==> src/rtl/dct_quant_reader.sv <==
// Read master for the avalon_dct result port: fetches coefficients 0..size-1, quantizes each one
// (rounded shift, signed saturation) and streams them out. Optional DCT_QUANT_SAT_COUNT_EN builds the saturation counter.
module dct_quant_reader #(
  parameter int MAX_SIZE = 256,
  parameter int NBITS    = 16,
  parameter int OBITS    = 8
) (
  input  logic                          clk,
  input  logic                          reset_n,
  input  logic                          start,
  input  logic [$clog2(MAX_SIZE):0]     size,
  input  logic [3:0]                    shift,
  output logic [7:0]                    dct_address,
  output logic                          dct_read,
  input  logic signed [NBITS-1:0]       dct_data,
  input  logic                          dct_done,
  output logic [OBITS-1:0]              q_data,
  output logic                          q_valid,
  input  logic                          q_ready,
  output logic                          q_last,
  output logic                          busy,
  output logic [15:0]                   sat_count
);

  localparam int SW = $clog2(MAX_SIZE) + 1;
  localparam logic signed [NBITS:0] QMAX = (NBITS+1)'((1 << (OBITS-1)) - 1);
  localparam logic signed [NBITS:0] QMIN = ~QMAX;

  typedef enum logic [1:0] {IDLE, READ, HOLD} state_t;

  state_t           r_state;
  logic [SW-1:0]    r_size;
  logic [SW-1:0]    r_idx;
  logic [3:0]       r_shift;
  logic [7:0]       r_dctAddress;
  logic             r_dctRead;
  logic [OBITS-1:0] r_qData;
  logic             r_qValid;
  logic             r_qLast;
  logic             r_busy;

  logic signed [NBITS:0] w_x;
  logic signed [NBITS:0] w_bias;
  logic signed [NBITS:0] w_sum;
  logic signed [NBITS:0] w_t;
  logic                  w_hi;
  logic                  w_lo;
  logic [OBITS-1:0]      w_q;
  logic [SW-1:0]         w_clampedSize;
  logic                  w_startRun;

  // One extra bit of headroom keeps the rounding bias from overflowing before the shift.
  assign w_x    = {dct_data[NBITS-1], dct_data};
  assign w_bias = (r_shift == 4'd0) ? '0 : ((NBITS+1)'(1) << (r_shift - 4'd1));
  assign w_sum  = w_x + w_bias;
  assign w_t    = w_sum >>> r_shift;
  assign w_hi   = (w_t > QMAX);
  assign w_lo   = (w_t < QMIN);
  assign w_q    = w_hi ? QMAX[OBITS-1:0] : (w_lo ? QMIN[OBITS-1:0] : w_t[OBITS-1:0]);

  assign w_clampedSize = (size > SW'(MAX_SIZE)) ? SW'(MAX_SIZE) : size;
  assign w_startRun    = (r_state == IDLE) && start && (size != '0);

  always_ff @(posedge clk) begin
    if (!reset_n) begin
      r_state      <= IDLE;
      r_size       <= '0;
      r_idx        <= '0;
      r_shift      <= '0;
      r_dctAddress <= '0;
      r_dctRead    <= 1'b0;
      r_qData      <= '0;
      r_qValid     <= 1'b0;
      r_qLast      <= 1'b0;
      r_busy       <= 1'b0;
    end else begin
      case (r_state)
        IDLE: begin
          if (w_startRun) begin
            r_size       <= w_clampedSize;
            r_shift      <= shift;
            r_idx        <= '0;
            r_dctAddress <= '0;
            r_dctRead    <= 1'b1;
            r_busy       <= 1'b1;
            r_state      <= READ;
          end
        end
        READ: begin
          if (dct_done) begin
            r_qData   <= w_q;
            r_qValid  <= 1'b1;
            r_qLast   <= (r_idx == r_size - SW'(1));
            r_dctRead <= 1'b0;
            r_state   <= HOLD;
          end
        end
        HOLD: begin
          if (r_qValid && q_ready) begin
            r_qValid <= 1'b0;
            if (r_qLast) begin
              r_qLast <= 1'b0;
              r_busy  <= 1'b0;
              r_state <= IDLE;
            end else begin
              r_idx        <= r_idx + SW'(1);
              r_dctAddress <= 8'(r_idx + SW'(1));
              r_dctRead    <= 1'b1;
              r_state      <= READ;
            end
          end
        end
        default: r_state <= IDLE;
      endcase
    end
  end

`ifdef DCT_QUANT_SAT_COUNT_EN
  logic        w_sat;
  logic [15:0] r_satCount;

  assign w_sat = w_hi | w_lo;

  // Counts clamped coefficients of the current run, sticking at all-ones.
  always_ff @(posedge clk) begin
    if (!reset_n) begin
      r_satCount <= '0;
    end else if (w_startRun) begin
      r_satCount <= '0;
    end else if ((r_state == READ) && dct_done && w_sat && (r_satCount != 16'hFFFF)) begin
      r_satCount <= r_satCount + 16'd1;
    end
  end

  assign sat_count = r_satCount;
`else
  assign sat_count = '0;
`endif

  assign dct_address = r_dctAddress;
  assign dct_read    = r_dctRead;
  assign q_data      = r_qData;
  assign q_valid     = r_qValid;
  assign q_last      = r_qLast;
  assign busy        = r_busy;

endmodule

==> config.mk <==
export PLATFORM = sky130hd
export DESIGN_NAME = dct_quant_reader
export DESIGN_NICKNAME = d
export VERILOG_FILES = /design/src/rtl/dct_quant_reader.sv
export SDC_FILE = /design/constraint.sdc
export NUM_CORES = 1
export LEC_CHECK = 0
export CAP_MARGIN = 10
export CORE_MARGIN = 1
export CORE_UTILIZATION = 36
export CTS_BUF_LIST = sky130_fd_sc_hd__clkbuf_16
export DETAILED_ROUTE_END_ITERATION = 10
export PLACE_DENSITY_LB_ADDON = 0.2
export RECOVER_POWER = 25
export REMOVE_ABC_BUFFERS = 1
export SLEW_MARGIN = 20
export SYNTH_ARGS = -nofsm -noshare
export SYNTH_HDL_FRONTEND = slang
export SYNTH_SLANG_ARGS = --single-unit
==> constraint.sdc <==
create_clock -name clk -period 3.77 [get_ports clk]
set_input_delay 0.5655 -clock clk [delete_from_list [all_inputs] [get_ports clk]]
set_output_delay 0.5655 -clock clk [all_outputs]
set_load 0.05 [all_outputs]
==> Changelog: implementation, run 1 <==
### Changed

- Setup violators final: 0
- Die ar.: 11300 um2
- CP startpoint: r_shift[2]$_SDFFE_PN0P_
- Count of different cell masters after synthesis: 74
- Combinational share of power: 44.2%
- Latest clock arrival within the worst-skew pair: 0.28 ns
- Reg2Reg Depth: 16
- Die Height: 106 um
- Top cell type's share of synthesized area: 18.4%
- Setup_tns: 0 ns
- Top cells, area: dfxtp_1, nand2_1, ha_1
- Clk_skew: 0.00650 ns
- Ys Warns: 0
- Combinational fraction of the cell area: 59.1%
- Main synth FF type: dfxtp_1
- Initial DRC count: 171
- Drt pass-1 iters: 5
- Seq group: 0.421 mW
- XOR/XNOR Fraction of Synth Area: 7.41%
- Inverters: 14
- Clock power frac: 27.4%
- Leak pwr: 2.15 nW
- Hold Slack: 0.466 ns
- Vias in the first global route: 3622
- Sw Pwr: 0.550 mW
- Max Cap Violations: 0
- Headroom to the max-slew limit: 43.8%
- Crit path buf inv count: 3
- Tool warning count: 25
- Clock buffers: 5
- Fraction of registers with async set/reset: 0%
- Crit. path cell count: 16
- Remaining global-route overflow: 0
- CP startpoint kind: flop
- Uppermost layer routed: met4
- Tap cells: 136
- Hold depth: 2
- Power Dens Cells: 283 nW/um2
- ANT nets after route: 0
- R2R Path Start: r_shift[2]$_SDFFE_PN0P_
- Worst EP required: 3.92 ns
- Met3 WL post-DR: 350 um
- ClkCell Share: 2.84%
- Status: completed
- Combinational Gates: 422
- Multi-input logic area: 3100 um2
- Final worst slack: 0.195 ns
- Final Critical Period: 3.58 ns
- First-pass GRT wire length: 17.8 mm
- Placed inst area: 4900 um2
- Hold Path Class: reg2reg
- Fin cells: 736
- Critical path capture point type: flop
- H-tree levels: 2
- Yosys stat area: 3920 um2
- Fin util: 50.4%
- Core Region: 10400 um2
- Hold Path Sink: q_data[7]$_SDFFE_PN0P_
- Sw Share: 37.1%
- Ports: 70
- RePlAce Congestion: 0.925
- Synth mux share: 7.86%
- Post-CTS Repair Setup Buffers: 0
- Bufs w/o clock: 120
- Synth top cell by count: nand2_1
- RR Endpoint: q_data[3]$_SDFFE_PN0P_
- Leading area contributor after synthesis: dfxtp_1
- Maximum vdd drop: 184 uV
- Final hold violation count: 0
- Number of cells in Yosys stat: 502
### Metal 1, run 1

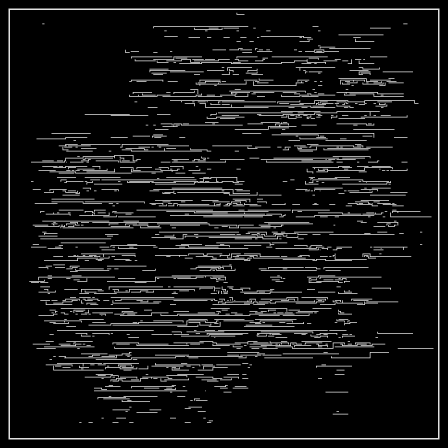
579 nets have wire on it. The wires run mostly horizontal. The layer carries 5180 um of wire. The longest straight run is 28.5 um. The layer holds 48% of the routed length.
final WL: 10.9 mm
Vias: 3903
M1 GR Usage: 26.1%

### Met2 routing, run 1

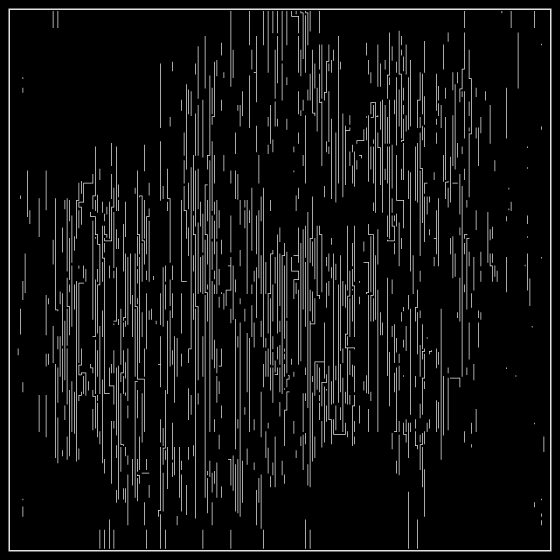
The layer carries 5210 um of wire. The longest straight run is 53.4 um.

### The metal 3 layer, run 1

The bar under the picture is 20 um long. Cells faint in the background.
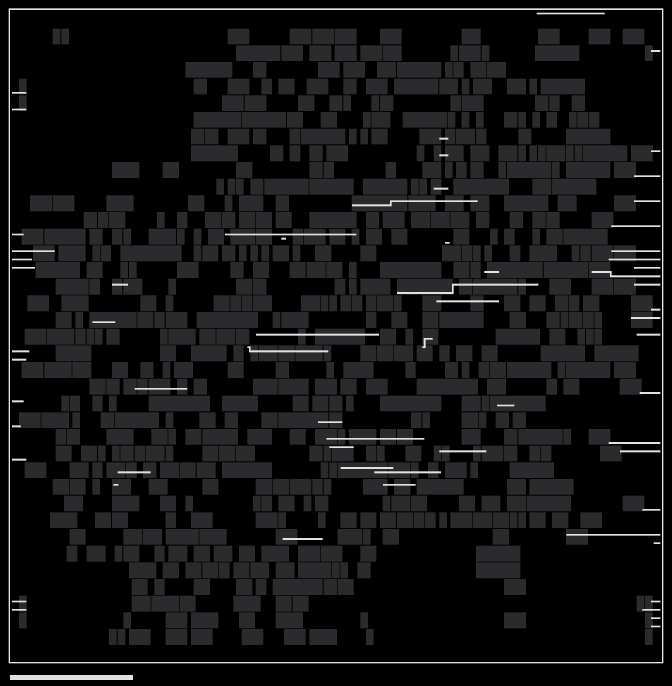
The longest straight run is 21.2 um. The layer holds 3.2% of the routed length. 54 nets have wire on it.
met3 usage: 2.08%

## Run 2: what changed since run 1
--- a/config.mk
+++ b/config.mk
@@ -12,7 +12,6 @@
 export DETAILED_ROUTE_END_ITERATION = 10
 export PLACE_DENSITY_LB_ADDON = 0.2
 export RECOVER_POWER = 25
-export REMOVE_ABC_BUFFERS = 1
 export SLEW_MARGIN = 20
 export SYNTH_ARGS = -nofsm -noshare
 export SYNTH_HDL_FRONTEND = slang
==> constraint.sdc (replaced) <==
create_clock -name clk -period 3.8 [get_ports clk]
set_input_delay 0.57 -clock clk [delete_from_list [all_inputs] [get_ports clk]]
set_output_delay 0.57 -clock clk [all_outputs]
set_load 0.05 [all_outputs]
### Routing congestion map, run 2

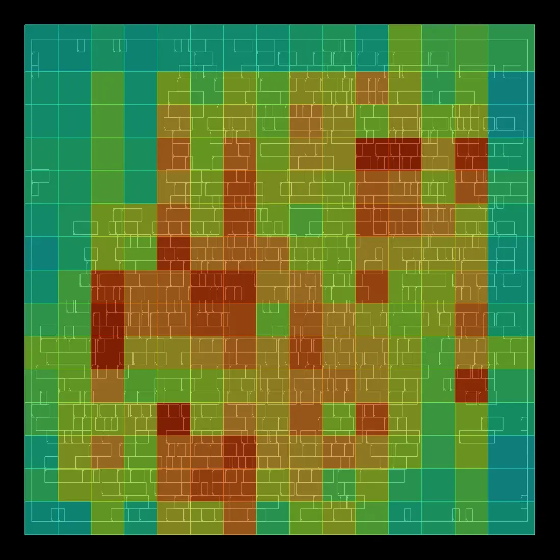
wire per inst: 15.7 um
met3 usage: 2.88%
M1 GR Usage: 28.0%
GRT Max-Usage Layer: met2
fin util: 50.6%

==> run 2 against run 1 <==
Against the previous run:
- first-iteration DRC count is 63% higher
- power is 0.48% lower
- hold slack worse by 0.0061 ns
- register-to-register slack better by 0.03 ns
==> Changelog: implementation, run 2 <==
### Changed

- Status: completed
- Crit. path cell count: 16 (unchanged)
- Flop pwr share: 28.5%
- Sw Share: 37.6% (+0.45 points)
- Met3 WL post-DR: 662 um (+89%)
- Final WL: 11.6 mm (+6.6%)
- Latest clock arrival within the worst-skew pair: 0.28 ns (about the same)
- Final hold violation count: 0 (unchanged)
- Leading area contributor after synthesis: dfxtp_1
- Setup violators final: 0 (unchanged)
- Critical path capture point type: flop
- Core Region: 10400 um2 (unchanged)
- Bufs w/o clock: 122 (+1.7%)
- Combinational Gates: 422 (unchanged)
- Vias: 4049 (+3.7%)
- Crit-path cells: inv_2 -> buf_4 -> nand2_2 -> nor3_4 -> ha_1 -> a21o_4 -> o21bai_4 -> a2111oi_4 -> o22ai_2 -> xnor2_4 -> buf_4 -> nor2_1 -> nand4bb_1 -> a2111oi_4 -> a21o_1 -> o22ai_1
- H-tree levels: 2 (unchanged)
- Max Cap Violations: 0 (unchanged)
- Crit path buf inv count: 3 (unchanged)
- Synth top cell by count: nand2_1
- ANT nets after route: 0 (unchanged)
- Power Dens Cells: 280 nW/um2 (-1.0%)
- R2R Path Start: r_shift[1]$_SDFFE_PN0P_
- Yosys stat area: 3920 um2 (unchanged)
- Die ar.: 11300 um2 (unchanged)
- Uppermost layer routed: met4
- Worst EP required: 3.95 ns (+0.03 ns)
- Seq group: 0.421 mW (about the same)
- Combinational share of power: 44.9% (+0.7 points)
- Clock power frac: 26.6% (-0.8 points)
- Ys Warns: 0 (unchanged)
- Hold Path Class: reg2reg
- Final worst slack: 0.223 ns (+0.0285 ns)
- Setup_tns: 0 ns (unchanged)
- Tap cells: 136 (unchanged)
- Remaining global-route overflow: 0 (unchanged)
- RR Endpoint: q_data[3]$_SDFFE_PN0P_
- Fin cells: 738 (+0.27%)
- Placed inst area: 4890 um2 (-0.38%)
- CP startpoint: r_shift[1]$_SDFFE_PN0P_
- RePlAce Congestion: 0.992 (+7.3%)
- Leak pwr: 2.18 nW (+1.3%)
- Hold depth: 2 (unchanged)
- Hold Slack: 0.460 ns (-0.00606 ns)
- Synth mux share: 7.86% (unchanged)
- Clk_skew: 0.00453 ns (-0.00197 ns)
- CP startpoint kind: flop
- Sequential share of cell area: 13.8%
- ClkCell Share: 2.66% (-0.18 points)
- Ports: 70 (unchanged)
- Drt pass-1 iters: 6 (+1)
- Root buf cell: clkbuf_16
- Final Critical Period: 3.58 ns (+0.00153 ns)
- Cycle use final: 94.1%
- Vias in the first global route: 3898 (+7.6%)
- Post-CTS Repair Setup Buffers: 0 (unchanged)
- Longest Clk Path Bufs: 2
- Reg2Reg Depth: 16 (unchanged)
- Headroom to the max-slew limit: 43.6% (-0.24 points)
- Final slew viol count: 0
- XOR/XNOR Fraction of Synth Area: 7.41% (unchanged)
- Data buffer area share: 20.0%
- Multi-input logic area: 3130 um2 (+0.97%)
- Tool warning count: 26 (+4.0%)
- Number of cells in Yosys stat: 502 (unchanged)
- CTS buffer count: 5
- Routed wl met2: 5.61 mm
- Main synth FF type: dfxtp_1
- Sw Pwr: 0.554 mW (+0.72%)
- Die Height: 106 um (unchanged)
- Hold Path Sink: q_data[7]$_SDFFE_PN0P_
- Combinational fraction of the cell area: 59.3% (+0.25 points)
- Complex Gates by Area: 29.6%
- Count of different cell masters after synthesis: 74 (unchanged)
- #FFs+latches synth: 36
- Top cell type's share of synthesized area: 18.4% (unchanged)
- First-pass GRT wire length: 19.1 mm (+7.6%)
- Initial DRC count: 279 (+63%)
- Inverters: 14 (unchanged)
- Fraction of registers with async set/reset: 0% (unchanged)
- DIE WIDTH: 106 um
- Clock buffers: 5 (unchanged)
### Sequential cells grouped by signal name, run 2

The bar under the picture is 20 um long.
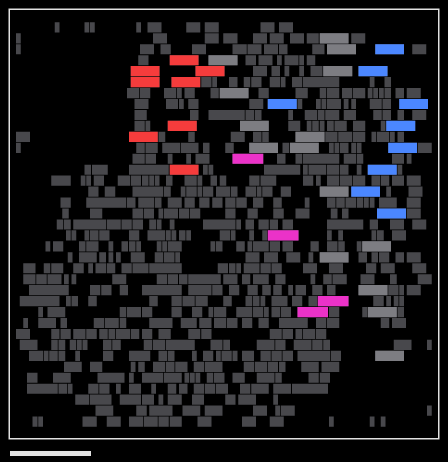
Key: `r_shift` = magenta [placed flops 4]; `q_data` = red [placed flops 8, where top center]; `r_idx` = blue [placed flops 9]
Another 15 sequential cells are not colored.

No activity file was given, so power comes from the tool's default toggle rates.
